==> config.mk <==
export PLATFORM = sky130hd
export DESIGN_NAME = bcd_serial_add_ctrl
export DESIGN_NICKNAME = d
export VERILOG_FILES = /design/src/rtl/bcd_ctrl_pkg.sv /design/src/rtl/bcd_settle_timer.sv /design/src/rtl/bcd_serial_add_ctrl.sv
export SDC_FILE = /design/constraint.sdc
export NUM_CORES = 1
export LEC_CHECK = 0
export CAP_MARGIN = 20
export CORE_ASPECT_RATIO = 1.1
export CORE_MARGIN = 2
export CORE_UTILIZATION = 46
export CTS_CLUSTER_DIAMETER = 50
export DETAILED_ROUTE_END_ITERATION = 10
export PLACE_DENSITY = 0.76
export SYNTH_ARGS = -nofsm -noshare
export SYNTH_HDL_FRONTEND = slang
export SYNTH_HIERARCHICAL = 1
export SYNTH_SLANG_ARGS = --single-unit
==> constraint.sdc <==
create_clock -name clk -period 1.65 [get_ports clk]
set_input_delay 0.2475 -clock clk [delete_from_list [all_inputs] [get_ports clk]]
set_output_delay 0.2475 -clock clk [all_outputs]
set_load 0.01 [all_outputs]
==> src/rtl/bcd_ctrl_pkg.sv <==
// Shared types and helpers for the digit-serial BCD adder sequencer.
`timescale 1ns/1ps
package bcd_ctrl_pkg;

  typedef enum logic [1:0] {
    IDLE  = 2'd0,
    DRIVE = 2'd1,
    WAIT  = 2'd2,
    DONE  = 2'd3
  } state_t;

  localparam int             DIGIT_W = 4;
  localparam logic [DIGIT_W-1:0] BCD_MAX = 4'd9;

  // True for the decimal digit codes 0..9.
  function automatic logic is_bcd_digit(input logic [DIGIT_W-1:0] d);
    return (d <= BCD_MAX);
  endfunction

endpackage

==> src/rtl/bcd_settle_timer.sv <==
// Loadable down-counter that paces the external digit adder's settle time.
`timescale 1ns/1ps
module bcd_settle_timer #(
  parameter int W = 3
) (
  input  logic         clk,
  input  logic         rst_n,
  input  logic         i_load,
  input  logic         i_en,
  input  logic [W-1:0] i_load_val,
  output logic         o_zero
);

  logic [W-1:0] r_cnt;

  // Load wins over enable; the count parks at zero rather than wrapping.
  always_ff @(posedge clk or negedge rst_n) begin
    if (!rst_n) begin
      r_cnt <= '0;
    end else if (i_load) begin
      r_cnt <= i_load_val;
    end else if (i_en && (r_cnt != '0)) begin
      r_cnt <= r_cnt - 1'b1;
    end
  end

  assign o_zero = (r_cnt == '0);

endmodule

==> src/rtl/bcd_serial_add_ctrl.sv <==
// Digit-serial sequencer around one shared combinational BCD digit adder.
//
// state | meaning
// ------+------------------------------------------------------------
// IDLE  | ready for an operand pair; dp_* hold their last values
// DRIVE | present digit pair idx and ripple carry, arm settle timer
// WAIT  | adder settling; capture T/r when the timer reaches zero
// DONE  | result presented until the consumer takes it
`timescale 1ns/1ps
module bcd_serial_add_ctrl
  import bcd_ctrl_pkg::*;
#(
  parameter int DIGITS        = 3,
  parameter int SETTLE_CYCLES = 5
) (
  input  logic                    clk,
  input  logic                    rst_n,
  input  logic                    in_valid,
  output logic                    in_ready,
  input  logic [4*DIGITS-1:0]     in_a,
  input  logic [4*DIGITS-1:0]     in_b,
  input  logic                    in_cin,
  output logic [3:0]              dp_d,
  output logic [3:0]              dp_e,
  output logic                    dp_c,
  input  logic [3:0]              dp_t,
  input  logic                    dp_r,
  output logic                    out_valid,
  input  logic                    out_ready,
  output logic [4*DIGITS-1:0]     out_sum,
  output logic                    out_cout,
  output logic                    out_err,
  output logic                    busy
);

  localparam int IDX_W = (DIGITS > 1) ? $clog2(DIGITS) : 1;
  localparam int CNT_W = (SETTLE_CYCLES > 1) ? $clog2(SETTLE_CYCLES) : 1;

  state_t                 r_state;
  logic [4*DIGITS-1:0]    r_a;
  logic [4*DIGITS-1:0]    r_b;
  logic [IDX_W-1:0]       r_idx;
  logic                   r_carry;
  logic [3:0]             r_dp_d;
  logic [3:0]             r_dp_e;
  logic                   r_dp_c;
  logic [4*DIGITS-1:0]    r_sum;
  logic                   r_cout;
  logic                   r_err;
  logic                   r_out_valid;

  logic                   w_err;
  logic                   w_tmr_zero;
  logic                   w_last;

  // Any non-decimal digit in either operand poisons the whole result.
  always_comb begin
    w_err = 1'b0;
    for (int i = 0; i < DIGITS; i++) begin
      if (!is_bcd_digit(in_a[i*DIGIT_W +: DIGIT_W]) ||
          !is_bcd_digit(in_b[i*DIGIT_W +: DIGIT_W])) begin
        w_err = 1'b1;
      end
    end
  end

  assign w_last = (r_idx == IDX_W'(DIGITS - 1));

  bcd_settle_timer #(.W(CNT_W)) u_timer (
    .clk        (clk),
    .rst_n      (rst_n),
    .i_load     (r_state == DRIVE),
    .i_en       (r_state == WAIT),
    .i_load_val (CNT_W'(SETTLE_CYCLES - 1)),
    .o_zero     (w_tmr_zero)
  );

  // Sequencer: one digit pair per DRIVE/WAIT round, LSD first.
  always_ff @(posedge clk or negedge rst_n) begin
    if (!rst_n) begin
      r_state     <= IDLE;
      r_a         <= '0;
      r_b         <= '0;
      r_idx       <= '0;
      r_carry     <= 1'b0;
      r_dp_d      <= '0;
      r_dp_e      <= '0;
      r_dp_c      <= 1'b0;
      r_sum       <= '0;
      r_cout      <= 1'b0;
      r_err       <= 1'b0;
      r_out_valid <= 1'b0;
    end else begin
      case (r_state)
        IDLE: begin
          if (in_valid) begin
            r_a     <= in_a;
            r_b     <= in_b;
            r_carry <= in_cin;
            r_idx   <= '0;
            if (w_err) begin
              r_sum       <= '0;
              r_cout      <= 1'b0;
              r_err       <= 1'b1;
              r_out_valid <= 1'b1;
              r_state     <= DONE;
            end else begin
              r_err   <= 1'b0;
              r_state <= DRIVE;
            end
          end
        end
        DRIVE: begin
          r_dp_d  <= r_a[int'(r_idx)*DIGIT_W +: DIGIT_W];
          r_dp_e  <= r_b[int'(r_idx)*DIGIT_W +: DIGIT_W];
          r_dp_c  <= r_carry;
          r_state <= WAIT;
        end
        WAIT: begin
          if (w_tmr_zero) begin
            r_sum[int'(r_idx)*DIGIT_W +: DIGIT_W] <= dp_t;
            r_carry <= dp_r;
            if (w_last) begin
              r_cout      <= dp_r;
              r_out_valid <= 1'b1;
              r_state     <= DONE;
            end else begin
              r_idx   <= r_idx + 1'b1;
              r_state <= DRIVE;
            end
          end
        end
        DONE: begin
          if (out_ready) begin
            r_out_valid <= 1'b0;
            r_state     <= IDLE;
          end
        end
        default: r_state <= IDLE;
      endcase
    end
  end

  assign in_ready  = (r_state == IDLE);
  assign busy      = (r_state != IDLE);
  assign out_valid = r_out_valid;
  assign out_sum   = r_sum;
  assign out_cout  = r_cout;
  assign out_err   = r_err;
  assign dp_d      = r_dp_d;
  assign dp_e      = r_dp_e;
  assign dp_c      = r_dp_c;

endmodule

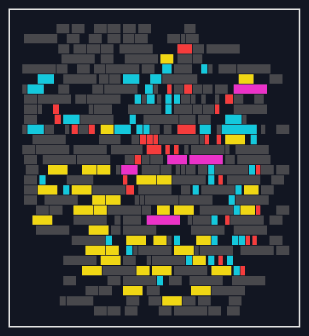
(selected gate families)
| colour | family | cells |
|---|---|---|
| yellow | multiplexers | 36 |
| red | NAND gates | 29 |
| cyan | inverting AOI/OAI gates | 43 |
| magenta | adder and majority cells | 5 |

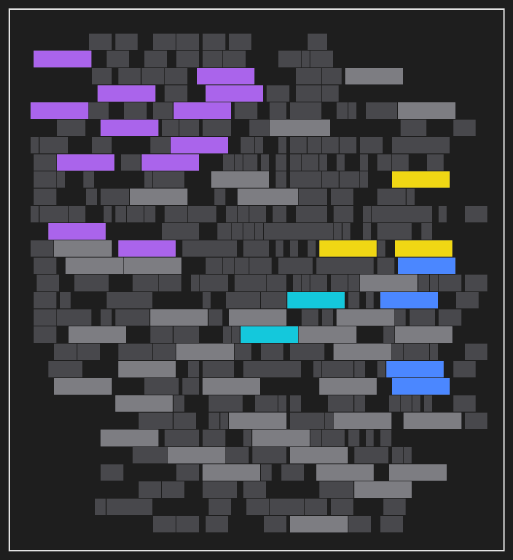
(sequential cells coloured by netlist name)
Other sequential cells in the stronger grey, the rest of the logic in the fainter grey.
| colour | netlist name | flops |
|---|---|---|
| cyan | r_idx | 2 |
| yellow | u_timer/r_cnt | 3 |
| blue | dp_e | 4 |
| purple | out_sum | 12 |

==> out/writeup.txt <==
The most utilized layer in the global route result is met2. Per the finish-stage timing summary, setup violations number 0. The met3 layer wire length in the routed design was 184 µm. The root buffer cell chosen for the clock tree is clkbuf_8. The die area is 6640 µm². The top metal layer carrying routed signals was met4.

The run gives 2049 for the via count of the first global-routing pass. The number of warnings reported in the stage logs is 28. The worst slack at placement is -0.199 ns, and the final wirelength is 5960 µm.

According to the Yosys statistics, the synthesized design has a chip area of 2760 µm². 153 cells are multi-input combinational gates. The number of different library cells used by synthesis comes to 40. The quantity of I/O buffers inserted on ports is 59. The logs give 0.143 for the power share of the clock group and 2760 µm² for the post-synthesis instance area. According to the tapcell log, the count of inserted taps is 77. The run gives 77.9 µm for the die extent in x. For the internal power component, the log shows 4140 µW. The run finished with clean final reports.

The initial core utilization was 0.479. The finished layout holds 385 standard cells, fillers aside. For the half-perimeter wire length after detailed placement, the log shows 4270 µm.

The number of maximum-capacitance violations recorded for the run is 0. Nets still carrying antenna violations after routing amount to 0. The report puts the cell count of the worst reg-to-reg path at 6. The data-path buffer share of cell area in the final layout is 0.202. The fraction of met2 tracks used by global routing came out at 0.303. The share of the yosys chip area belonging to registers was 0.507; the area overhead of the layout relative to synthesis was 35.3%.

The number of synthesized register bits was 56. The run gives 2003 as the vias after detailed routing. TritonCTS built the clock tree. Summing all multi-input logic gate instances after layout gives 1320 µm².
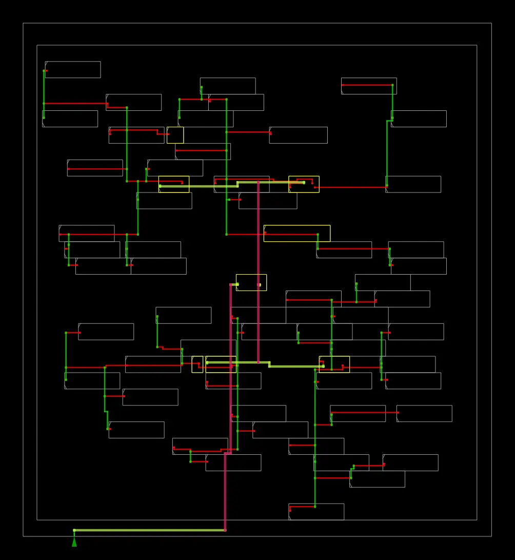
(the clock network)
sequential cell count: 56
CTS buffer count: 5

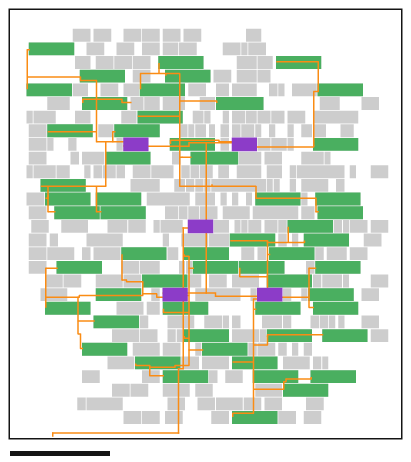
(routed clock nets over the placement)
Bar = 20 µm.
[purple] clock drivers | count: 5
[orange] clock wires | length: 633 µm
[green] flip-flops | count: 56
routed clock nets: 6

[cell usage in the layout, fill, tap and decap left out, types with 2 or more instances in the layout]
cell type / n
clkdlybuf4s50_1: 56
dfrtp_1: 54
mux2_4: 19
nand2_1: 16
buf_4: 16
a21oi_1: 15
o21ai_0: 14
nor2_1: 13
inv_1: 11
mux2i_1: 10
a22o_1: 9
mux2_2: 7
nand3_1: 7
o31ai_2: 6
clkbuf_8: 5
ha_4: 3
conb_1: 3
nand2_4: 2
dlygate4sd2_1: 2
buf_12: 2
dfrtp_2: 2
inv_2: 2
or4b_1: 2
[state kept, by name (all words and copies together) (netlist names), 2 cells and up]
signal	cells
out_sum	12
r_a	12
r_b	12
dp_d	4
dp_e	4
u_timer/r_cnt	3
r_idx	2
r_state	2
[synthesized netlist by cell type]
| cell | instances | share of area |
|---|---|---|
| a21o_1 | 1 | 0.0027 |
| a21oi_1 | 15 | 0.027 |
| a21oi_2 | 1 | 0.0032 |
| a22o_1 | 9 | 0.029 |
| a31oi_1 | 1 | 0.0023 |
| and3_1 | 1 | 0.0023 |
| and4_1 | 1 | 0.0032 |
| buf_2 | 4 | 0.0072 |
| buf_4 | 1 | 0.0027 |
| buf_6 | 4 | 0.016 |
| conb_1 | 2 | 0.0027 |
| dfrtp_1 | 56 | 0.51 |
| ha_1 | 5 | 0.023 |
| inv_1 | 13 | 0.018 |
| mux2_2 | 7 | 0.029 |
| mux2_4 | 19 | 0.10 |
| mux2i_1 | 10 | 0.036 |
| nand2_1 | 16 | 0.022 |
| nand2_2 | 1 | 0.0023 |
| nand2_4 | 2 | 0.0082 |
| nand2b_1 | 1 | 0.0023 |
| nand2b_4 | 1 | 0.0050 |
| nand3_1 | 7 | 0.013 |
| nand4_1 | 1 | 0.0023 |
| nor2_1 | 14 | 0.019 |
| nor2_4 | 1 | 0.0041 |
| nor2b_1 | 2 | 0.0045 |
| nor2b_2 | 1 | 0.0032 |
| nor3b_1 | 1 | 0.0027 |
| nor4_1 | 1 | 0.0023 |
| nor4b_4 | 1 | 0.0086 |
| o211ai_2 | 1 | 0.0045 |
| o21ai_0 | 14 | 0.025 |
| o21ai_1 | 1 | 0.0018 |
| o21ba_4 | 1 | 0.0059 |
| o21bai_1 | 1 | 0.0027 |
| o22ai_1 | 1 | 0.0023 |
| o311ai_0 | 2 | 0.0063 |
| o31ai_2 | 6 | 0.027 |
| or4b_1 | 3 | 0.011 |
[kinds of logic after synthesis]
logic type	synth area share
flops	0.507
simple gates	0.115
compound gates	0.140
mux	0.168
buf+inv	0.0440
fa+ha+maj	0.0227
other cells	0.00272
[power by group through the flow]
stage	combinational [µW]	clock (µW)	sequential [µW]
after floorplan	1810	0	2320
after global placement	2710	0	2300
after detailed placement	2780	0	2310
after CTS	2860	910	2290
after global routing	3350	972	2370
final	3070	898	2300
[what timing repair did]
action,4_1_cts,5_1_grt
resized,6,19
pin swaps,1,1
hold buffers,1,0
setup endpoints to repair,18,15
endpoints found under the hold margin,56,0
buffers inserted,1,2
[worst max-delay path: stages, from the launching register on]
cell and delay [ns]:
dfrtp_1 0.38, inv_2 0.05, ha_4 0.16, ha_4 0.18, buf_4 0.15, or4b_4 0.53, o311ai_4 0.07
No activity file was given, so power comes from the tool's default toggle rates.
